Figure 1. The metal 1 layer (run 1).
Bar = 20 µm.
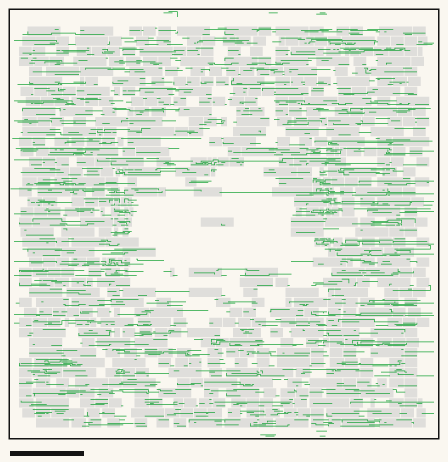
Figure 2. Met2 routing (run 1).
Bar = 20 µm.
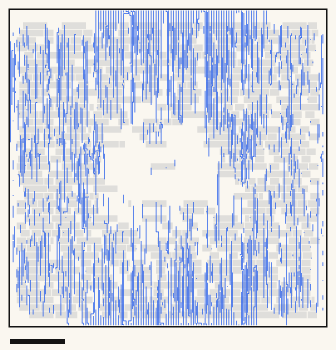
Figure 3. M3 wires (run 1).
Bar = 20 µm.
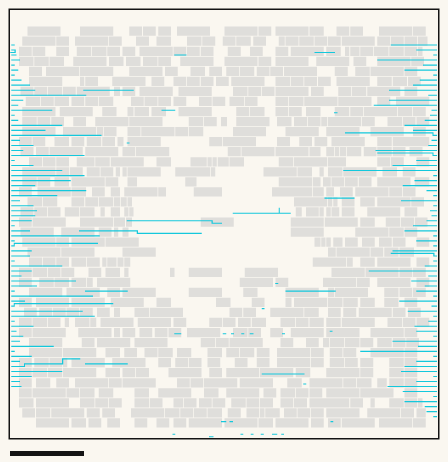
Figure 4. The metal 4 layer (run 1).
Bar = 20 µm.
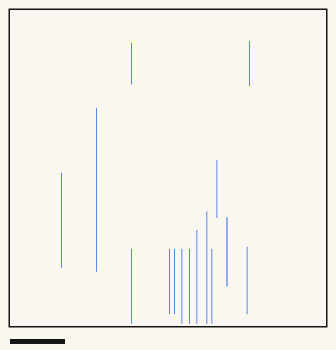
### src/rtl/axil_fifo_pkg.sv
// Shared types and constants for the AXI-Lite to FIFO command bridge.
package axil_fifo_pkg;

  localparam int unsigned RESP_W = 2;

  localparam logic [RESP_W-1:0] RESP_OKAY = 2'b00;

  typedef enum logic [1:0] {
    W_IDLE,
    W_COLLECT,
    W_PUSH,
    W_RESP
  } w_state_e;

  typedef enum logic [2:0] {
    R_IDLE,
    R_PUSH,
    R_WAIT,
    R_POP,
    R_DATA
  } r_state_e;

endpackage

### src/rtl/axil_cmd_arb.sv
// Two-way grant for the command-order FIFO; priority flips only when both sides contend.
module axil_cmd_arb (
  input  logic clk,
  input  logic rst,
  input  logic req_w,
  input  logic req_r,
  output logic gnt_w_c,
  output logic gnt_r_c
);

  logic prio_w_q;
  logic prio_w_d;

  // Grant decode and priority update
  always_comb begin
    prio_w_d = prio_w_q;
    gnt_w_c  = req_w && (!req_r || prio_w_q);
    gnt_r_c  = req_r && (!req_w || !prio_w_q);
    if (req_w && req_r) begin
      prio_w_d = !prio_w_q;
    end
  end

  // Priority register, write side favoured out of reset
  always_ff @(posedge clk or posedge rst) begin
    if (rst) begin
      prio_w_q <= 1'b1;
    end else begin
      prio_w_q <= prio_w_d;
    end
  end

endmodule

### src/rtl/axil_fifo_bridge.sv
// AXI-Lite slave that turns single-beat reads/writes into FIFO pushes and pops.
module axil_fifo_bridge
  import axil_fifo_pkg::*;
#(
  parameter int unsigned SIZE = 32
) (
  input  logic              AXI_CLK,
  input  logic              ARESET,
  input  logic [SIZE-1:0]   AWADDR,
  input  logic              AWVALID,
  output logic              AWREADY,
  input  logic [SIZE-1:0]   WDATA,
  input  logic              WVALID,
  output logic              WREADY,
  output logic [RESP_W-1:0] BRESP,
  output logic              BVALID,
  input  logic              BREADY,
  input  logic [SIZE-1:0]   ARADDR,
  input  logic              ARVALID,
  output logic              ARREADY,
  output logic [SIZE-1:0]   RDATA,
  output logic [RESP_W-1:0] RRESP,
  output logic              RVALID,
  input  logic              RREADY,
  output logic              WR_PUSH,
  output logic [SIZE-1:0]   WADDR_OUT,
  output logic [SIZE-1:0]   WDATA_OUT,
  input  logic              WADDR_FULL,
  input  logic              WDATA_FULL,
  output logic              RD_PUSH,
  output logic [SIZE-1:0]   RADDR_OUT,
  input  logic              RADDR_FULL,
  output logic              RW_PUSH,
  output logic              RW_OUT,
  input  logic              RW_FULL,
  output logic              RDATA_POP,
  input  logic [SIZE-1:0]   RDATA_IN,
  input  logic              RDATA_EMPTY
);

  w_state_e        w_state_q, w_state_d;
  r_state_e        r_state_q, r_state_d;
  logic            aw_got_q, aw_got_d;
  logic            w_got_q, w_got_d;
  logic [SIZE-1:0] awaddr_q, awaddr_d;
  logic [SIZE-1:0] wdata_q, wdata_d;
  logic            awready_q, awready_d;
  logic            wready_q, wready_d;
  logic            bvalid_q, bvalid_d;
  logic [SIZE-1:0] araddr_q, araddr_d;
  logic            arready_q, arready_d;
  logic [SIZE-1:0] rdata_q, rdata_d;
  logic            rvalid_q, rvalid_d;

  logic req_w_c, req_r_c;
  logic gnt_w_c, gnt_r_c;
  logic rdata_pop_c;

  // A side may only request the shared order FIFO when all of its own FIFOs have room
  assign req_w_c = (w_state_q == W_PUSH) && !WADDR_FULL && !WDATA_FULL && !RW_FULL;
  assign req_r_c = (r_state_q == R_PUSH) && !RADDR_FULL && !RW_FULL;

  axil_cmd_arb u_arb (
    .clk     (AXI_CLK),
    .rst     (ARESET),
    .req_w   (req_w_c),
    .req_r   (req_r_c),
    .gnt_w_c (gnt_w_c),
    .gnt_r_c (gnt_r_c)
  );

  // Strobes are decoded from state and live flags so they can never fire into a full/empty FIFO
  assign rdata_pop_c = (r_state_q == R_POP) && !RDATA_EMPTY;

  assign WR_PUSH   = gnt_w_c;
  assign RD_PUSH   = gnt_r_c;
  assign RW_PUSH   = gnt_w_c || gnt_r_c;
  assign RW_OUT    = gnt_w_c;
  assign RDATA_POP = rdata_pop_c;

  assign AWREADY   = awready_q;
  assign WREADY    = wready_q;
  assign BVALID    = bvalid_q;
  assign BRESP     = RESP_OKAY;
  assign WADDR_OUT = awaddr_q;
  assign WDATA_OUT = wdata_q;
  assign ARREADY   = arready_q;
  assign RADDR_OUT = araddr_q;
  assign RDATA     = rdata_q;
  assign RRESP     = RESP_OKAY;
  assign RVALID    = rvalid_q;

  // Write path: collect AW and W in any order, push both together, then respond
  always_comb begin
    w_state_d = w_state_q;
    aw_got_d  = aw_got_q;
    w_got_d   = w_got_q;
    awaddr_d  = awaddr_q;
    wdata_d   = wdata_q;
    bvalid_d  = bvalid_q;
    case (w_state_q)
      W_IDLE, W_COLLECT: begin
        if (AWVALID && awready_q) begin
          aw_got_d = 1'b1;
          awaddr_d = AWADDR;
        end
        if (WVALID && wready_q) begin
          w_got_d = 1'b1;
          wdata_d = WDATA;
        end
        if (aw_got_d && w_got_d) begin
          w_state_d = W_PUSH;
        end else if (aw_got_d || w_got_d) begin
          w_state_d = W_COLLECT;
        end
      end
      W_PUSH: begin
        if (gnt_w_c) begin
          w_state_d = W_RESP;
          aw_got_d  = 1'b0;
          w_got_d   = 1'b0;
          bvalid_d  = 1'b1;
        end
      end
      W_RESP: begin
        if (BREADY) begin
          w_state_d = W_IDLE;
          bvalid_d  = 1'b0;
        end
      end
      default: begin
        w_state_d = W_IDLE;
      end
    endcase
    awready_d = ((w_state_d == W_IDLE) || (w_state_d == W_COLLECT)) && !aw_got_d;
    wready_d  = ((w_state_d == W_IDLE) || (w_state_d == W_COLLECT)) && !w_got_d;
  end

  // Read path: push address, wait for data, pop, then hold the response until accepted
  always_comb begin
    r_state_d = r_state_q;
    araddr_d  = araddr_q;
    rdata_d   = rdata_q;
    rvalid_d  = rvalid_q;
    case (r_state_q)
      R_IDLE: begin
        if (ARVALID && arready_q) begin
          araddr_d  = ARADDR;
          r_state_d = R_PUSH;
        end
      end
      R_PUSH: begin
        if (gnt_r_c) begin
          r_state_d = R_WAIT;
        end
      end
      R_WAIT: begin
        if (!RDATA_EMPTY) begin
          r_state_d = R_POP;
        end
      end
      R_POP: begin
        if (rdata_pop_c) begin
          r_state_d = R_DATA;
        end
      end
      R_DATA: begin
        // FIFO data lands the cycle after the pop; latch it once, then hold for the master
        if (!rvalid_q) begin
          rdata_d  = RDATA_IN;
          rvalid_d = 1'b1;
        end else if (RREADY) begin
          rvalid_d  = 1'b0;
          r_state_d = R_IDLE;
        end
      end
      default: begin
        r_state_d = R_IDLE;
      end
    endcase
    arready_d = (r_state_d == R_IDLE);
  end

  // State and output registers; reset drops any half-collected transaction
  always_ff @(posedge AXI_CLK or posedge ARESET) begin
    if (ARESET) begin
      w_state_q <= W_IDLE;
      r_state_q <= R_IDLE;
      aw_got_q  <= 1'b0;
      w_got_q   <= 1'b0;
      awaddr_q  <= '0;
      wdata_q   <= '0;
      awready_q <= 1'b0;
      wready_q  <= 1'b0;
      bvalid_q  <= 1'b0;
      araddr_q  <= '0;
      arready_q <= 1'b0;
      rdata_q   <= '0;
      rvalid_q  <= 1'b0;
    end else begin
      w_state_q <= w_state_d;
      r_state_q <= r_state_d;
      aw_got_q  <= aw_got_d;
      w_got_q   <= w_got_d;
      awaddr_q  <= awaddr_d;
      wdata_q   <= wdata_d;
      awready_q <= awready_d;
      wready_q  <= wready_d;
      bvalid_q  <= bvalid_d;
      araddr_q  <= araddr_d;
      arready_q <= arready_d;
      rdata_q   <= rdata_d;
      rvalid_q  <= rvalid_d;
    end
  end

endmodule

### config.mk
export PLATFORM = sky130hd
export DESIGN_NAME = axil_fifo_bridge
export DESIGN_NICKNAME = d
export VERILOG_FILES = /design/src/rtl/axil_fifo_pkg.sv /design/src/rtl/axil_cmd_arb.sv /design/src/rtl/axil_fifo_bridge.sv
export SDC_FILE = /design/constraint.sdc
export NUM_CORES = 1
export LEC_CHECK = 0
export CAP_MARGIN = 0
export CORE_MARGIN = 2
export CORE_UTILIZATION = 43
export DETAILED_ROUTE_END_ITERATION = 8
export GPL_TIMING_DRIVEN = 0
export HOLD_SLACK_MARGIN = 0.02
export PLACE_DENSITY = 0.86
export SLEW_MARGIN = 20
export SYNTH_ARGS = -nofsm -noshare
export SYNTH_HDL_FRONTEND = slang
export SYNTH_SLANG_ARGS = --single-unit
### constraint.sdc
create_clock -name AXI_CLK -period 8.1 [get_ports AXI_CLK]
set_clock_uncertainty 0.05 [all_clocks]
set_input_delay 1.62 -clock AXI_CLK [delete_from_list [all_inputs] [get_ports AXI_CLK]]
set_output_delay 1.62 -clock AXI_CLK [all_outputs]
set_load 0.05 [all_outputs]
==> ci_impl_report.md, run 1 <==
### Yosys + OpenROAD results

| Metric | Value |
|---|---|
| Status | `completed` |
| MaxCap Viol Count | `0` |
| Sequential cell power | `1210 µW` |
| Area fraction in compound gates | `2.370%` |
| P&R area growth vs syn | `66.49%` |
| Warnings from Yosys | `0` |
| Hpwl dp | `10.60 mm` |
| Synth cell count leaders | `dfrtp_1, mux2_2, mux2_1` |
| CTS Buf Count | `17` |
| Clock network fraction of total power | `17.1%` |
| Crit Path Category | `in -> out` |
| Initial DRC Count | `118` |
| Fin worst setup slack | `2.536 ns` |
| CTS tree | `yes` |
| CP top delay family | `buffers and inverters` |
| Logic depth of the worst path, buffers included | `6` |
| Comb area share | `19.47%` |
| Startpoint Class | `input port` |
| Buffers on Ports | `277` |
| Final hold slack | `0.4352 ns` |
| Final setup TNS | `0 ns` |
| Reg power frac | `28.5%` |
| Overflow after GRT | `0` |
| DRC viols | `0` |
| # nets final | `777` |
| Internal power | `2333 µW` |
| Worst EP arrival | `3.89 ns` |
| FP Rows | `40` |
| Power Clock | `726 µW` |
| Vias/cell | `4.761` |
| Placed instance count | `786` |
| Core Util, Final | `74.01%` |
| Pre-antenna DRT Iters | `4` |
| Antenna Nets Post-Route | `0` |
| Top area cell types | `dfrtp_1, mux2_2, mux2_1, buf_2, buf_4` |
| Switching part of the total power | `44.93%` |
| CTS clk-pin slew, worst paths | `0.05 ns` |
| Met3 routed WL | `1.188 mm` |
| Tool warning count | `26` |
| Clkbuf count | `23` |
| Netlist cell types | `31` |
| Actual slew at the worst max-slew pin | `0.5828 ns` |
| Top Layout Cells | `clkdlybuf4s50_1, dfrtp_1, mux2_2` |
| Buffer share of cell area | `32.33%` |
| Slew Limit Fails | `0` |
| Non-clk invs | `6` |
| CP Max Fanout | `5` |
| Ys cells | `337` |
| Nonclk buf count | `295` |
| Worst Setup SP | `WADDR_FULL` |
-- Figure 1 (at the start) --
main direction = horizontal
share of all routed wire = 36%
nets with wire on the layer = 661
wire length on this layer = 5080 µm
met1 global-route usage: 21.94%
Post-Route WL: 14.28 mm
vias: 3890

-- Figure 2 (at the start) --
longest straight run = 46.1 µm
share of all routed wire = 53%
main direction = vertical
nets with wire on the layer = 745
wire length on this layer = 7580 µm
GRT met2 Usage: 39.57%

-- Figure 3 (at the start) --
wire length on this layer = 1190 µm
main direction = horizontal
met3 GRT Util: 7.479%

-- Figure 4 (at the start) --
nets with wire on the layer = 13
longest straight run = 59.8 µm

Figure 5. Congestion heat map (run 1).
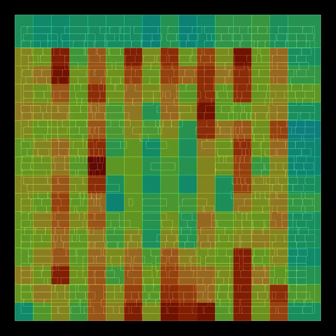

==> run 2, diff against run 1 <==
CORE_UTILIZATION = 40   (was 43)
PLACE_DENSITY = 0.81   (was 0.86)
clock period = 5.3 ns   (was 8.1 ns; I/O delays follow)
Figure 6. Congestion heat map (run 2).
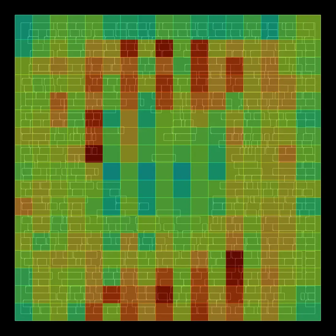
Core Util, Final: 68.53%
GR Util All Layers: 19.58%
grt peak-use layer: met2
GRT met2 Usage: 34.62%

==> run 2 against run 1 <==
Clock power rose by 67%. Synthesized area did not move. Routed wire length fell by 3.7%.
==> ci_impl_report.md, run 2 <==
### Yosys + OpenROAD results

| Metric | Value |
|---|---|
| Status | `completed (unchanged)` |
| CTS tree | `yes (unchanged)` |
| Met3 GRT Util | `7.034% (was 7.479%)` |
| Hpwl dp | `10.74 mm (was 10.60 mm)` |
| Sequential cell power | `1850 µW (was 1210 µW)` |
| FP Rows | `42 (was 40)` |
| Fin worst setup slack | `0.8979 ns (was 2.536 ns)` |
| Clock network fraction of total power | `18.5% (was 17.1%)` |
| Clkbuf count | `27 (was 23)` |
| CTS Buf Count | `17 (unchanged)` |
| Antenna Nets Post-Route | `0 (unchanged)` |
| Vias | `3894 (was 3890)` |
| CTS clk-pin slew, worst paths | `0.05 ns (about the same)` |
| Worst EP arrival | `3.29 ns (was 3.89 ns)` |
| Initial DRC Count | `101 (was 118)` |
| # nets final | `777 (unchanged)` |
| Actual slew at the worst max-slew pin | `0.5620 ns (was 0.5828 ns)` |
| Internal power | `3671 µW (was 2333 µW)` |
| Top area cell types | `dfrtp_1, mux2_2, mux2_1, buf_2, buf_4 (unchanged)` |
| Met3 routed WL | `1.155 mm (was 1.188 mm)` |
| CP top delay family | `buffers and inverters (unchanged)` |
| Netlist cell types | `31 (unchanged)` |
| Pre-antenna DRT Iters | `4 (unchanged)` |
| Warnings from Yosys | `0 (unchanged)` |
| Non-clk invs | `6 (unchanged)` |
| Logic depth of the worst path, buffers included | `6 (unchanged)` |
| Crit Path Category | `in -> out (unchanged)` |
| P&R area growth vs syn | `67.88% (was 66.49%)` |
| Placed instance count | `794 (was 786)` |
| Overflow after GRT | `0 (unchanged)` |
Figure 7. Met2 routing (run 2).
Bar = 20 µm.
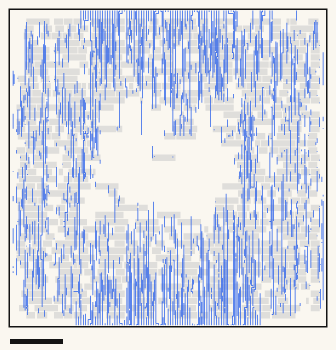
share of all routed wire = 53%
nets with wire on the layer = 739
wire length on this layer = 7330 µm

Power and IR drop assume default switching activity.
